==> src/rtl/moore_fsm.sv <==
// Moore detector for the serial pattern 1101 with overlapping matches; binary or one-hot state register.
// Optional saturating detection counter on port match_cnt, enabled by defining MOORE_FSM_MATCH_CNT_EN.
module moore_fsm #(
  parameter int ONEHOT = 0,
  parameter int CNT_W  = 8
) (
  input  logic             clk,
  input  logic             rst,
  input  logic             inp,
  output logic             outp
`ifdef MOORE_FSM_MATCH_CNT_EN
  ,
  output logic [CNT_W-1:0] match_cnt
`endif
);

  logic outp_q;

`ifdef MOORE_FSM_MATCH_CNT_EN
  logic             enter_detect;
  logic [CNT_W-1:0] match_cnt_q;
`endif

  if (CNT_W < 1) begin : g_bad_cnt_w
    $error("moore_fsm: CNT_W must be at least 1");
  end

  if (ONEHOT != 0) begin : g_onehot
    typedef enum logic [4:0] {
      IDLE   = 5'b00001,
      S1     = 5'b00010,
      S11    = 5'b00100,
      S110   = 5'b01000,
      DETECT = 5'b10000
    } state_t;

    state_t state_q;

    // outp_q is loaded with "next state is DETECT", so it always mirrors the registered state.
    always_ff @(posedge clk or negedge rst) begin
      if (!rst) begin
        state_q <= IDLE;
        outp_q  <= 1'b0;
      end else begin
        outp_q <= 1'b0;
        case (state_q)
          IDLE:    state_q <= inp ? S1 : IDLE;
          S1:      state_q <= inp ? S11 : IDLE;
          S11:     state_q <= inp ? S11 : S110;
          S110: begin
            if (inp) begin
              state_q <= DETECT;
              outp_q  <= 1'b1;
            end else begin
              state_q <= IDLE;
            end
          end
          DETECT:  state_q <= inp ? S11 : IDLE;
          default: state_q <= IDLE;
        endcase
      end
    end

`ifdef MOORE_FSM_MATCH_CNT_EN
    assign enter_detect = (state_q == S110) && inp;
`endif
  end else begin : g_binary
    typedef enum logic [2:0] {
      IDLE   = 3'd0,
      S1     = 3'd1,
      S11    = 3'd2,
      S110   = 3'd3,
      DETECT = 3'd4
    } state_t;

    state_t state_q;

    // Codes 5-7 fall into the default arm and recover to IDLE with outp low.
    always_ff @(posedge clk or negedge rst) begin
      if (!rst) begin
        state_q <= IDLE;
        outp_q  <= 1'b0;
      end else begin
        outp_q <= 1'b0;
        case (state_q)
          IDLE:    state_q <= inp ? S1 : IDLE;
          S1:      state_q <= inp ? S11 : IDLE;
          S11:     state_q <= inp ? S11 : S110;
          S110: begin
            if (inp) begin
              state_q <= DETECT;
              outp_q  <= 1'b1;
            end else begin
              state_q <= IDLE;
            end
          end
          DETECT:  state_q <= inp ? S11 : IDLE;
          default: state_q <= IDLE;
        endcase
      end
    end

`ifdef MOORE_FSM_MATCH_CNT_EN
    assign enter_detect = (state_q == S110) && inp;
`endif
  end

`ifdef MOORE_FSM_MATCH_CNT_EN
  // Counts on the same edge that enters DETECT and sticks at all-ones.
  always_ff @(posedge clk or negedge rst) begin
    if (!rst) begin
      match_cnt_q <= '0;
    end else if (enter_detect && (match_cnt_q != {CNT_W{1'b1}})) begin
      match_cnt_q <= match_cnt_q + 1'b1;
    end
  end

  assign match_cnt = match_cnt_q;
`endif

  assign outp = outp_q;

endmodule

==> config.mk <==
export PLATFORM = sky130hd
export DESIGN_NAME = moore_fsm
export DESIGN_NICKNAME = d
export VERILOG_FILES = /design/src/rtl/moore_fsm.sv
export SDC_FILE = /design/constraint.sdc
export NUM_CORES = 1
export LEC_CHECK = 0
export CAP_MARGIN = 25
export CORE_AREA = 2 2 39 41
export CTS_CLUSTER_DIAMETER = 40
export DETAILED_ROUTE_END_ITERATION = 7
export DIE_AREA = 0 0 41 43
export SLEW_MARGIN = 20
export SYNTH_ARGS = -nofsm -noshare
export SYNTH_HDL_FRONTEND = slang
export SYNTH_SLANG_ARGS = --single-unit
==> constraint.sdc <==
create_clock -name clk -period 2.3 [get_ports clk]
set_input_delay 0.46 -clock clk [delete_from_list [all_inputs] [get_ports clk]]
set_output_delay 0.46 -clock clk [all_outputs]
set_load 0.01 [all_outputs]
Figure 1. M2 wires.
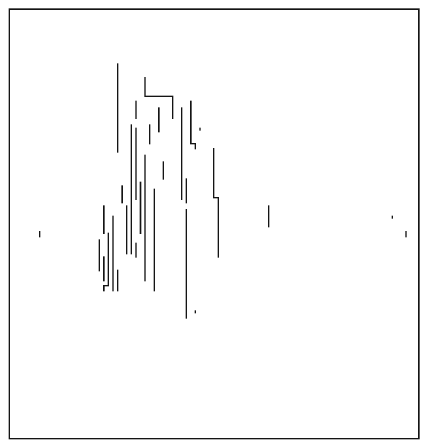
- longest straight run: 12.9 um
- wire length on this layer: 146 um
total vias in the final route: 135
DRT Wirelength: 315 um

==> results.toml <==
# generated from flow reports
[min_path]
hp-class = "input pin to asynchronous set/reset pin"

[placed_design]
gp_congestion = 0.610
dpl.hpwl_um = 245

[layout]
diodes = 0
drive_gt1_share_pct = 27.8
lay_top_cells = "4 x dfrtp_1, 3 x clkbuf_4, 3 x clkdlybuf4s50_1, 2 x and4b_2"

[routing]
drtAntennaViolNets = 0
wl_met1_um = 124
top_layer = "met4"
dr.first_iter.drc_count = 0

[critical_path]
slowest_stage = "clkdlybuf4s50_1"
worstPathRequired_ps = 1840
setup.worst_path.end_class = "output pin"
worstSetupStartpointType = "flop"

[final_timing]
maxSlewViolCount = 0
layout_min_cycle_time_ps = 1530
rsz0062_at_grt = "false"
setup_viol = 0

[power]
leakage_nw = 0.0990
pg_comb_mw = 0.0497
powerClk_mw = 0.0863
clkPwrFrac_pct = 34.1

[synth]
fp_nets = 15
yosysSeqAreaShare_pct = 59.3

[global_route]
grt.met2_usage_pct = 6.56

[clock_network]
cts-resized-gates = 0
postCtsSetupRepairBufs = 0
cts_root_buf = "clkbuf_4"

[run_status]
outcome = "complete, no violations"
Figure 2. Cells by drive strength.
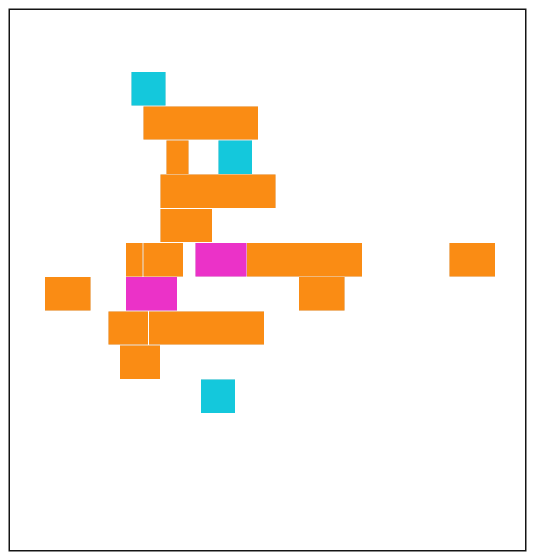
- magenta: _2 cells (cells 2; most used and4b_2)
- orange: _0 and _1 cells (cells 13; most used dfrtp_1)
- cyan: _3 and _4 cells (cells 3; most used clkbuf_4)
Non-clock buffers: 3
Area Overhead vs Synth: 43.0%
Finished Cell Area: 241 um^2

[cell families (layout without fill, tap and decap cells)]
group	count (synthesis)	in the layout	share of synthesized area, %
and+or+nand+nor	6	6	30.4
DFF	4	4	59.3
AOI/OAI and AO/OA	1	1	5.19
xor gates and xnor gates	1	1	5.19
buffers and inverters	0	6	0
[Yosys cell counts]
| master | number | area share, % |
|---|---|---|
| or3b_1 | 1 | 5.2 |
| nor3_1 | 1 | 3.0 |
| and4b_2 | 2 | 13 |
| nand2_1 | 1 | 2.2 |
| dfrtp_1 | 4 | 59 |
| nand4bb_1 | 1 | 6.7 |
| xnor2_1 | 1 | 5.2 |
| o311ai_1 | 1 | 5.2 |
[sequential cells by signal, indices dropped and copies added, names as in the netlist]
signal / flops
g_binary.state_q: 3
outp: 1
[final cells by class]
cell class,instances,area [um^2]
fillers,150,1140
flip-flops and latches,4,100
multi-input cells,8,68.8
repair buffers,3,30.0
clock buffers,3,22.5
well taps,16,20.0
[worst max path at each step]
stage          depth (start not counted)  slack (ps)                          start                       endpoint
2_1_floorplan                          2        1360  g_binary.state_q[0]$_DFF_PN0_  g_binary.state_q[1]$_DFF_PN0_
3_3_place_gp                           3         930                            inp  g_binary.state_q[1]$_DFF_PN0_
3_5_place_dp                           3         830                            inp  g_binary.state_q[1]$_DFF_PN0_
4_1_cts                                1         750                 outp$_DFF_PN0_                           outp
5_1_grt                                1         730                 outp$_DFF_PN0_                           outp
6_report                               1         770                 outp$_DFF_PN0_                           outp
[stage by stage]
stage | std cells | hold slack, ps | power, mW | instance area, um^2
CTS | 34 | 426 | 0.260 | 241
finish | 34 | 424 | 0.253 | 241
detailed placement | 31 | 509 | 0.169 | 219
global placement | 31 | 477 | 0.159 | 219
global route | 34 | 432 | 0.270 | 241
floorplan | 12 | 164 | 0.147 | 169
Power and IR drop assume default switching activity.
